$ cat src/rtl/alu_pkg.sv
// alu_pkg: operation codes and shared types for the EX-stage ALU with
// iterative multiply/divide engine.
//   ALU_*       4-bit alu_ctrl operation codes
//   md_state_t  multiply/divide engine state
//   is_md_op()  true for codes that launch the multiply/divide engine
package alu_pkg;

    localparam logic [3:0] ALU_AND   = 4'b0000;
    localparam logic [3:0] ALU_OR    = 4'b0001;
    localparam logic [3:0] ALU_ADD   = 4'b0010;
    localparam logic [3:0] ALU_SLL   = 4'b0011;
    localparam logic [3:0] ALU_SRL   = 4'b0100;
    localparam logic [3:0] ALU_SRA   = 4'b0101;
    localparam logic [3:0] ALU_SUB   = 4'b0110;
    localparam logic [3:0] ALU_SLT   = 4'b0111;
    localparam logic [3:0] ALU_SLTU  = 4'b1000;
    localparam logic [3:0] ALU_XOR   = 4'b1001;
    localparam logic [3:0] ALU_MULT  = 4'b1010;
    localparam logic [3:0] ALU_MULTU = 4'b1011;
    localparam logic [3:0] ALU_NOR   = 4'b1100;
    localparam logic [3:0] ALU_DIV   = 4'b1101;
    localparam logic [3:0] ALU_DIVU  = 4'b1110;
    localparam logic [3:0] ALU_RSVD  = 4'b1111;

    typedef enum logic [1:0] {
        IDLE = 2'd0,
        RUN  = 2'd1,
        FIX  = 2'd2
    } md_state_t;

    function automatic logic is_md_op(input logic [3:0] op);
        return (op == ALU_MULT) || (op == ALU_MULTU) ||
               (op == ALU_DIV)  || (op == ALU_DIVU);
    endfunction

endpackage

$ cat src/rtl/md_iter.sv
// md_iter: iterative multiply/divide engine. One shift-add (multiply) or
// restoring shift-subtract (divide) step per cycle on operand magnitudes,
// followed by a sign-correction cycle.
//   clk_i, reset_i     clock, synchronous active-high reset
//   start_i            launch request (already qualified as a MD code)
//   op_i               alu_ctrl code (MULT/MULTU/DIV/DIVU)
//   a_i, b_i           operands
//   busy_o             engine occupied
//   wr_o               hi_o/lo_o hold the final value; HI/LO load this cycle
//   done_o             one-cycle pulse after the HI/LO load
//   hi_o, lo_o         sign-corrected result
//
// state | meaning
// IDLE  | waiting for start_i; operands latched on accept
// RUN   | one iteration step per cycle, WIDTH cycles
// FIX   | sign-corrected result presented, HI/LO written at end of cycle
module md_iter
    import alu_pkg::*;
#(
    parameter int WIDTH = 32
) (
    input  logic             clk_i,
    input  logic             reset_i,
    input  logic             start_i,
    input  logic [3:0]       op_i,
    input  logic [WIDTH-1:0] a_i,
    input  logic [WIDTH-1:0] b_i,
    output logic             busy_o,
    output logic             wr_o,
    output logic             done_o,
    output logic [WIDTH-1:0] hi_o,
    output logic [WIDTH-1:0] lo_o
);
    localparam int            CW   = $clog2(WIDTH);
    localparam logic [CW-1:0] LAST = CW'(WIDTH - 1);

    md_state_t        state_q;
    logic [CW-1:0]    cnt_q;
    // acc_q: product high half / partial remainder
    // opa_q: multiplier -> product low half / dividend -> quotient
    // opb_q: multiplicand / divisor
    logic [WIDTH-1:0] acc_q, opa_q, opb_q;
    logic             is_div_q, neg_q, rem_neg_q, dz_q, done_q;

    logic             op_div, op_signed, sa, sb;
    logic [WIDTH-1:0] mag_a, mag_b;

    always_comb begin
        op_div    = (op_i == ALU_DIV) || (op_i == ALU_DIVU);
        op_signed = (op_i == ALU_DIV) || (op_i == ALU_MULT);
        sa        = op_signed & a_i[WIDTH-1];
        sb        = op_signed & b_i[WIDTH-1];
        mag_a     = sa ? -a_i : a_i;
        mag_b     = sb ? -b_i : b_i;
    end

    logic [WIDTH:0]     mul_sum, rem_shift;
    logic [WIDTH-1:0]   rem_sub;
    logic               rem_ge;
    logic [2*WIDTH-1:0] prod, prod_fix;

    always_comb begin
        mul_sum   = {1'b0, acc_q} + (opa_q[0] ? {1'b0, opb_q} : '0);
        rem_shift = {acc_q, opa_q[WIDTH-1]};
        rem_ge    = rem_shift >= {1'b0, opb_q};
        // when rem_ge holds the difference is below the divisor, so WIDTH bits suffice
        rem_sub   = rem_shift[WIDTH-1:0] - opb_q;
        prod      = {acc_q, opa_q};
        prod_fix  = neg_q ? -prod : prod;
        if (is_div_q) begin
            hi_o = rem_neg_q ? -acc_q : acc_q;
            // divide by zero leaves the magnitude quotient all ones; force it
            // so the sign fix cannot turn it into 1
            lo_o = dz_q ? '1 : (neg_q ? -opa_q : opa_q);
        end else begin
            hi_o = prod_fix[2*WIDTH-1:WIDTH];
            lo_o = prod_fix[WIDTH-1:0];
        end
    end

    always_ff @(posedge clk_i) begin
        if (reset_i) begin
            state_q   <= IDLE;
            cnt_q     <= '0;
            acc_q     <= '0;
            opa_q     <= '0;
            opb_q     <= '0;
            is_div_q  <= 1'b0;
            neg_q     <= 1'b0;
            rem_neg_q <= 1'b0;
            dz_q      <= 1'b0;
            done_q    <= 1'b0;
        end else begin
            done_q <= 1'b0;
            case (state_q)
                IDLE: begin
                    if (start_i) begin
                        acc_q     <= '0;
                        opa_q     <= mag_a;
                        opb_q     <= mag_b;
                        cnt_q     <= '0;
                        is_div_q  <= op_div;
                        neg_q     <= sa ^ sb;
                        rem_neg_q <= sa;
                        dz_q      <= op_div && (b_i == '0);
                        state_q   <= RUN;
                    end
                end
                RUN: begin
                    if (is_div_q) begin
                        acc_q <= rem_ge ? rem_sub : rem_shift[WIDTH-1:0];
                        opa_q <= {opa_q[WIDTH-2:0], rem_ge};
                    end else begin
                        acc_q <= mul_sum[WIDTH:1];
                        opa_q <= {mul_sum[0], opa_q[WIDTH-1:1]};
                    end
                    cnt_q <= cnt_q + CW'(1);
                    if (cnt_q == LAST) begin
                        state_q <= FIX;
                    end
                end
                FIX: begin
                    done_q  <= 1'b1;
                    state_q <= IDLE;
                end
                default: state_q <= IDLE;
            endcase
        end
    end

    assign busy_o = (state_q != IDLE);
    assign wr_o   = (state_q == FIX);
    assign done_o = done_q;

endmodule

$ cat src/rtl/alu_md_unit.sv
// alu_md_unit: EX-stage ALU. Single-cycle logic/arith/shift ops are
// combinational; MULT/MULTU/DIV/DIVU run in md_iter and land in HI/LO.
//   clk_i, reset_i     clock, synchronous active-high reset
//   start_i            EX stage holds a live instruction
//   alu_ctrl_i         operation code (alu_pkg::ALU_*)
//   a_i, b_i           operands; shift amount is b_i[SHW-1:0]
//   result_o           single-cycle result (0 for MD and reserved codes)
//   zero_o             result_o == 0
//   overflow_o         signed overflow for ADD/SUB
//   busy_o             multiply/divide engine occupied
//   done_o             one-cycle pulse: HI/LO just updated
//   hi_o, lo_o         HI/LO architectural registers
module alu_md_unit
    import alu_pkg::*;
#(
    parameter int WIDTH = 32,
    parameter int SHW   = $clog2(WIDTH)
) (
    input  logic             clk_i,
    input  logic             reset_i,
    input  logic             start_i,
    input  logic [3:0]       alu_ctrl_i,
    input  logic [WIDTH-1:0] a_i,
    input  logic [WIDTH-1:0] b_i,
    output logic [WIDTH-1:0] result_o,
    output logic             zero_o,
    output logic             overflow_o,
    output logic             busy_o,
    output logic             done_o,
    output logic [WIDTH-1:0] hi_o,
    output logic [WIDTH-1:0] lo_o
);
    logic [SHW-1:0]   shamt;
    logic [WIDTH-1:0] sum, diff, res;
    logic             ovf;

    always_comb begin
        shamt = b_i[SHW-1:0];
        sum   = a_i + b_i;
        diff  = a_i - b_i;
        res   = '0;
        ovf   = 1'b0;
        case (alu_ctrl_i)
            ALU_AND:  res = a_i & b_i;
            ALU_OR:   res = a_i | b_i;
            ALU_ADD: begin
                res = sum;
                ovf = (a_i[WIDTH-1] == b_i[WIDTH-1]) && (sum[WIDTH-1] != a_i[WIDTH-1]);
            end
            ALU_SLL:  res = a_i << shamt;
            ALU_SRL:  res = a_i >> shamt;
            ALU_SRA:  res = $signed(a_i) >>> shamt;
            ALU_SUB: begin
                res = diff;
                ovf = (a_i[WIDTH-1] != b_i[WIDTH-1]) && (diff[WIDTH-1] != a_i[WIDTH-1]);
            end
            ALU_SLT:  res = {{(WIDTH-1){1'b0}}, ($signed(a_i) < $signed(b_i))};
            ALU_SLTU: res = {{(WIDTH-1){1'b0}}, (a_i < b_i)};
            ALU_XOR:  res = a_i ^ b_i;
            ALU_NOR:  res = ~(a_i | b_i);
            default:  res = '0;
        endcase
    end

    assign result_o   = res;
    assign zero_o     = (res == '0);
    assign overflow_o = ovf;

    logic             md_start, md_wr;
    logic [WIDTH-1:0] md_hi, md_lo;

    // md_iter ignores start while busy, so no extra gating is needed here
    assign md_start = start_i && is_md_op(alu_ctrl_i);

    md_iter #(.WIDTH(WIDTH)) u_md_iter (
        .clk_i   (clk_i),
        .reset_i (reset_i),
        .start_i (md_start),
        .op_i    (alu_ctrl_i),
        .a_i     (a_i),
        .b_i     (b_i),
        .busy_o  (busy_o),
        .wr_o    (md_wr),
        .done_o  (done_o),
        .hi_o    (md_hi),
        .lo_o    (md_lo)
    );

    logic [WIDTH-1:0] hi_q, hi_d, lo_q, lo_d;

    always_comb begin
        hi_d = md_wr ? md_hi : hi_q;
        lo_d = md_wr ? md_lo : lo_q;
    end

    always_ff @(posedge clk_i) begin
        if (reset_i) begin
            hi_q <= '0;
            lo_q <= '0;
        end else begin
            hi_q <= hi_d;
            lo_q <= lo_d;
        end
    end

    assign hi_o = hi_q;
    assign lo_o = lo_q;

endmodule

$ cat config.mk
export PLATFORM = sky130hd
export DESIGN_NAME = alu_md_unit
export DESIGN_NICKNAME = d
export VERILOG_FILES = /design/src/rtl/alu_pkg.sv /design/src/rtl/md_iter.sv /design/src/rtl/alu_md_unit.sv
export SDC_FILE = /design/constraint.sdc
export NUM_CORES = 1
export LEC_CHECK = 0
export CELL_PAD_IN_SITES_DETAIL_PLACEMENT = 1
export CELL_PAD_IN_SITES_GLOBAL_PLACEMENT = 2
export CORE_MARGIN = 2
export CORE_UTILIZATION = 32
export CTS_CLUSTER_DIAMETER = 40
export DETAILED_ROUTE_END_ITERATION = 8
export HOLD_SLACK_MARGIN = 0.1
export PLACE_DENSITY_LB_ADDON = 0.1
export SYNTH_ARGS = -nofsm -noshare
export SYNTH_HDL_FRONTEND = slang
export SYNTH_SLANG_ARGS = --single-unit
$ cat constraint.sdc
create_clock -name clk_i -period 6.1 [get_ports clk_i]
set_clock_uncertainty 0.05 [all_clocks]
set_input_delay 1.22 -clock clk_i [delete_from_list [all_inputs] [get_ports clk_i]]
set_output_delay 1.22 -clock clk_i [all_outputs]
set_load 0.01 [all_outputs]
### Cell placement, run 1

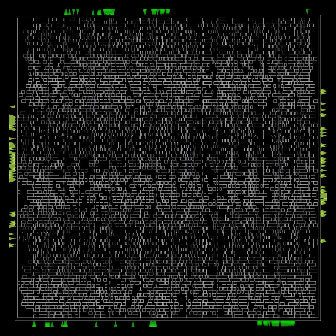
Tapcells: 959
Seq cells: 172
Core Box Area: 72710 sq um
placement row count: 99

### Close-up of the layout, run 1

Region (196, 196) to (216, 216) um. Cells in grey, sequential cells in the stronger grey; small squares are vias.
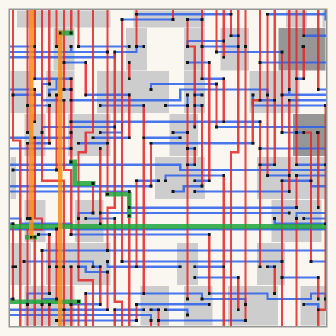
Blue is met1. Green is met3. Orange is met4. Red is met2.
Most frequent: nor2_1 (4), o21ai_0 (4), a22o_1 (3). 25 logic cells have their middle in the window. Sequential cells in the window: 0.

### Sizing map, run 1

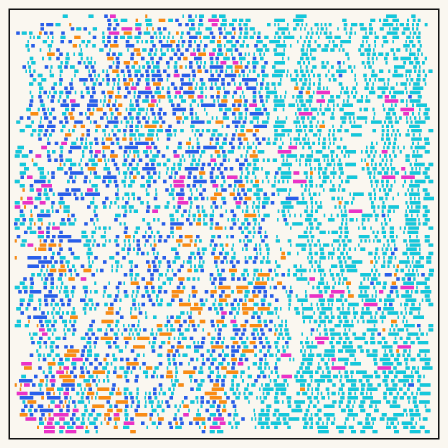
Magenta is drive 6 and up, cells 109, share 2.7%. Cyan is drive 1 or less, cells 2803, share 69%. Blue is drive 3 to 4, cells 911, share 22%. Orange is drive 2, cells 267, share 6.5%.
P&R area growth vs syn: 47.16%
fin worst setup slack: -0.5835 ns
Non-clk bufs: 1060
Final Instance Area: 34480 sq um

### Ports around the boundary, run 1

The bar under the picture is 100 um long. Pins as bars across the die edge, other pins in grey.
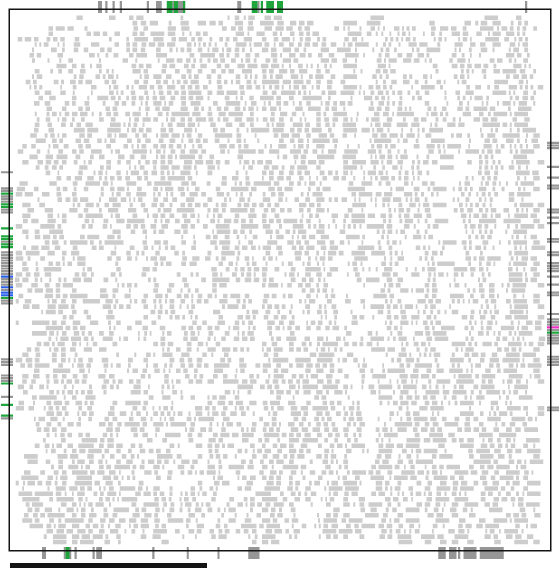
Green is b_i, pins 32, direction input, edge 17 top, 12 left, 2 bottom, 1 right. Blue is alu_ctrl_i, pins 4, direction input, edge left. Magenta is start_i, pins 1, direction input, edge right.
All pins by edge: 49 bottom, 48 left, 40 right, 34 top.

==> run summary, run 1 <==
YS warnings: 0
Clk sink count: 172
Hold path cells: 2
Vias per cell: 6.055
Slowest-stage cell, CP: or4_4
NumNets Final: 4330
WHS: 0.4005 ns
FFs w/ async S/R, synth: 0%
Worst path max stage delay: 0.58 ns
Floorplan net count: 3499
Antenna Nets Post-Route: 0
Cell Area, Synth: 23430 sq um
Cell Pwr Density: 151.7 nW/um^2
Worst Path Buf+Inv: 5
Crit path top cell by count: buf_4
Clock-pin slew on the worst setup and hold paths: 0.07 ns
Grt total ovfl: 0
GPL Wtd Cong: 1.045
Static Leak: 14.45 nW
Crit path DRT: 4.83 ns
Max-cap violations: 0
Failing checks: setup timing
CTS Buf Count: 17
Initial antenna violation count: 2
Max-area cell share: 14.70%
Initial DRC Count: 2530
Largest net degree at the start of global routing: 96
Worst-case reg-to-reg path depth: 15
Final Hold Fails: 0
WHS Endpoint: hi_o[23]
Chip width: 274.6 um
Fmax: 0.1496 GHz
Min-delay worst type: register to register
TritonCTS clock tree: built
Cell family with most CP delay: simple AND/OR/NAND/NOR gates
Place WS: -1.503 ns
Die H: 274.6 um
Fin worst setup slack: -0.5835 ns
Global-route wire length before repair: 209300 um
Kind of critical path: primary input to output port
# setup viols final: 4
Final period util: 109.6%
Cts hold-fix bufs: 0
Total iterations of the first detailed-routing run: 9
Placed cell areas: 31700 sq um
Crit. End Element: output port
Top cells, area: dfxtp_1 (15%), ha_1 (9.5%), a211oi_1 (5.3%), nor2_1 (5.3%), mux2i_1 (5.1%)
Drt total wl: 144900 um
DP HPWL: 118100 um
Reg-to-reg setup timing slack: 1.70 ns
Clk ins delay skew pair: 0.47 ns
RSZ-0062 raised after global routing: yes
VDD IR max: 186.3 uV
Crit-path cells: clkdlybuf4s50_1, buf_4, mux4_2, nand2_1, o21ai_1, buf_4, o211ai_1, nand3_1, buf_4, a211oi_1, o211ai_1, nor2_1, or4b_4, or4_4, nor4_4, buf_2
Syn Inst Count: 3246
Vias in the first global route: 31053
Hold_sp: hi_o[23]
Yosys cell count: 3246
Floorplan core density: 32.23%
Placed cells: 4937
Min Clock Period, post-route: 6.683 ns
Post-synth top cells: nor2_1 (328), nand2_1 (301), a21oi_1 (237)
Die area: 75400 sq um
N_diodes: 0
Port buffer count: 170
Status: finished, violations left
## run 1: cell usage in the layout (no fill, tap or decap), types with 44 or more instances in the layout
master             n
dfxtp_1          171
buf_6             53
nor3_1            66
nor2_1           314
buf_4            818
xor2_1            66
mux2i_1          115
inv_1            112
a21oi_1          213
a211oi_1         154
ha_1             140
xnor2_1           98
a21o_1            44
clkdlybuf4s50_1  110
o21ai_0          202
nand3_1           57
nand2_1          297
o211ai_1          54
## run 1: layer usage
metal	share of wire [%]	track usage [%]	up-vias	wire length (um)
li1	-	-	13747	-
met1	41	46.48	15120	59440
met2	45	60.61	1287	65380
met3	6.2	4.652	414	8952
met4	7.7	23.46	4	11150
met5	0.015	0	-	22
## run 1: state kept, by name, indices dropped and copies added (netlist names)
signal               flops
hi_o                    32
u_md_iter.dz_q           1
u_md_iter.done_o         1
u_md_iter.is_div_q       1
u_md_iter.neg_q          1
u_md_iter.opa_q         32
u_md_iter.state_q        2
lo_o                    32
u_md_iter.rem_neg_q      1
u_md_iter.opb_q         32
u_md_iter.cnt_q          5
u_md_iter.acc_q         32
## run 1: through the flow
stage / utilization (%) / total power, mW / setup TNS [ns]
6_report: 47.42 / 5.230 / -1.002
5_1_grt: 47.42 / 5.441 / -1.240
4_1_cts: 45.96 / 5.074 / -1.556
3_5_place_dp: 43.60 / 3.841 / -9.754
3_3_place_gp: 43.60 / 3.800 / -9.991
2_1_floorplan: - / 2.478 / -0.2065
## run 1: timing repair
item | 4_1_cts | 5_1_grt
endpoints found under the setup margin | 27 | 25
resized | 228 | 234
cloned | 0 | 1
endpoints found under the hold margin | 0 | 0
pin swaps | 53 | 59
buffers inserted | 38 | 45
## run 1: cell families (layout without fill, tap and decap cells)
group / count (synthesis) / in the layout / share of synthesized area (%)
multiplexers: 189 / 189 / 10.09
adder cells (fa/ha/maj): 182 / 182 / 9.847
buffers and inverters: 401 / 1245 / 6.921
XOR/XNOR: 164 / 164 / 6.130
AND/OR/NAND/NOR: 1037 / 1037 / 20.79
AND-OR/OR-AND: 1101 / 1101 / 31.53
flip-flops: 172 / 172 / 14.70
## run 1: area by class of cell
| class | count | area [sq um] |
|---|---|---|
| timing repair buffer | 1060 | 8853 |
| sequential | 172 | 3447 |
| clock buffer | 18 | 439.2 |
| multi-input combinational | 2673 | 19800 |
| clock inverter | 14 | 142.6 |
| fill | 8873 | 38230 |
| tap | 959 | 1200 |
| inverter | 153 | 601.8 |
## run 1: worst max-delay path by stage
| stage | from | endpoint | slack, ns | depth (start not counted) |
|---|---|---|---|---|
| 2_1_floorplan | b_i[1] | zero_o | -0.21 | 18 |
| 3_3_place_gp | a_i[8] | zero_o | -1.52 | 18 |
| 3_5_place_dp | a_i[19] | zero_o | -1.50 | 15 |
| 5_1_grt | a_i[23] | zero_o | -0.66 | 17 |
| 6_report | a_i[28] | zero_o | -0.58 | 16 |
| 4_1_cts | a_i[13] | zero_o | -0.55 | 18 |
## run 1: report_power, final
group,total (mW),switching [mW],internal (mW),leakage (nW)
sequential,1.22,0.0585,1.16,1.39
clock,1.10,0.543,0.556,0.285
combinational,2.91,1.65,1.26,12.8
## Run 2: what changed since run 1
--- a/config.mk
+++ b/config.mk
@@ -5,6 +5,7 @@
 export SDC_FILE = /design/constraint.sdc
 export NUM_CORES = 1
 export LEC_CHECK = 0
+export CAP_MARGIN = 5
 export CELL_PAD_IN_SITES_DETAIL_PLACEMENT = 1
 export CELL_PAD_IN_SITES_GLOBAL_PLACEMENT = 2
 export CORE_MARGIN = 2
### Cell placement, run 2

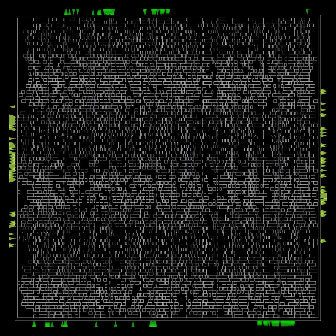
Fill cells: 8873
post-route insts no fill: 5049
post-layout util: 47.42%

==> run summary, run 2 <==
TritonCTS clock tree: built
Crit. End Element: output port
Max-area cell share: 14.70%
Io pins: 171
VDD IR max: 186.3 uV
Clock-pin slew on the worst setup and hold paths: 0.07 ns
Cell Pwr Density: 151.7 nW/um^2
Fin worst setup slack: -0.5835 ns
Fmax: 0.1496 GHz
Die area: 75400 sq um
Clk pwr share: 21.0%
Fin Setup TNS: -1.002 ns
Die H: 274.6 um
Chip width: 274.6 um
Final Hold Fails: 0
Top cells excl fill/tap: buf_4 (818), nor2_1 (314), nand2_1 (297)
Post-synth top cells: nor2_1 (328), nand2_1 (301), a21oi_1 (237)
RSZ-0062 raised after global routing: yes
NumNets Final: 4330
Vias per cell: 6.055
Min-delay worst type: register to register
Initial DRC Count: 2530
Reg-to-reg setup timing slack: 1.70 ns
# setup viols final: 4
FFs w/ async S/R, synth: 0%
Kind of critical path: primary input to output port
Crit path DRT: 4.83 ns
Switching share of power: 43.12%
Place WS: -1.503 ns
Static Leak: 14.45 nW
Antenna Nets Post-Route: 0
Max-cap violations: 0
Port buffer count: 170
Sequential power share: 23.3%
Largest net degree at the start of global routing: 96
Cell Area, Synth: 23430 sq um
Status: finished, violations left
Placed cells: 4937
Total iterations of the first detailed-routing run: 9
Min Clock Period, post-route: 6.683 ns
GPL Wtd Cong: 1.045
Vias in the first global route: 31053
Sw power: 2.255 mW
Final period util: 109.6%
P_int: 2.975 mW
Final Instance Area: 34480 sq um
Floorplan net count: 3499
Failing checks: setup timing
Yosys cell count: 3246
Top cell excl fill/tap: buf_4
Global-route wire length before repair: 209300 um
Floorplan core density: 32.23%
N_diodes: 0
Placement row count: 99
Combinational share of power: 55.7%
Placed cell areas: 31700 sq um
Grt total ovfl: 0
Top cells, area: dfxtp_1 (15%), ha_1 (9.5%), a211oi_1 (5.3%), nor2_1 (5.3%), mux2i_1 (5.1%)
Syn Inst Count: 3246
CTS Buf Count: 17
Clk sink count: 172
Post-synth EDFFs: 0
YS warnings: 0
[run 2: routing by layer]
layer	track usage [%]	vias to the layer above	share of wire, %	wire length [um]
met5	0	-	0.015	22
met4	23.46	4	7.7	11150
met3	4.652	414	6.2	8952
met2	60.61	1287	45	65380
met1	46.48	15120	41	59440
li1	-	13747	-	-
[run 2: layout make-up]
cell class / instances / area [sq um]
multi-input cells: 2673 / 19800
fillers: 8873 / 38230
inverters: 153 / 601.8
repair buffers: 1060 / 8853
flip-flops and latches: 172 / 3447
clock buffers: 18 / 439.2
clock inverters: 14 / 142.6
well taps: 959 / 1200
[run 2: worst paths after layout]
path                      startpoint                  end  cells past startpoint
setup / recovery             a_i[28]               zero_o                     16
hold reg to reg             hi_o[23]             hi_o[23]                      2
hold / removal              hi_o[23]             hi_o[23]                      2
setup reg to reg  u_md_iter.opa_q[0]  u_md_iter.acc_q[29]                     15
[run 2: per-stage QoR]
step,power (mW),hold slack (ns)
6_report,5.230,0.4005
5_1_grt,5.441,0.4139
4_1_cts,5.074,0.4045
3_5_place_dp,3.841,0.3954
3_3_place_gp,3.800,0.3887
2_1_floorplan,2.478,0.3819
[run 2: power by group through the flow]
stage          registers [mW]  logic, mW  clock network [mW]
2_1_floorplan            1.21       1.27                   0
3_3_place_gp             1.24       2.56                   0
3_5_place_dp             1.24       2.60                   0
4_1_cts                  1.22       2.74                1.12
5_1_grt                  1.22       3.06                1.16
6_report                 1.22       2.91                1.10
[run 2: kinds of logic after synthesis]
kind of cell,after synthesis,synth area share [%]
adder cells (fa/ha/maj),182,9.847
multiplexers,189,10.09
buffers and inverters,401,6.921
AND/OR/NAND/NOR,1037,20.79
flip-flops,172,14.70
AND-OR/OR-AND,1101,31.53
XOR/XNOR,164,6.130
[run 2: critical path: stages]
cell	delay [ns]
clkdlybuf4s50_1	0.50
buf_4	0.24
mux4_2	0.53
nand2_1	0.10
o21ai_1	0.12
buf_4	0.19
o211ai_1	0.34
nand3_1	0.13
buf_4	0.19
a211oi_1	0.19
o211ai_1	0.16
nor2_1	0.11
or4b_4	0.49
or4_4	0.58
nor4_4	0.14
buf_2	0.18
[run 2: timing repair]
item / in CTS / in global routing
hold buffers: 0 / 0
resized: 228 / 234
endpoints found under the setup margin: 27 / 25
pin swaps: 53 / 59
cloned: 0 / 1
buffers inserted: 38 / 45
No activity file was given, so power comes from the tool's default toggle rates.
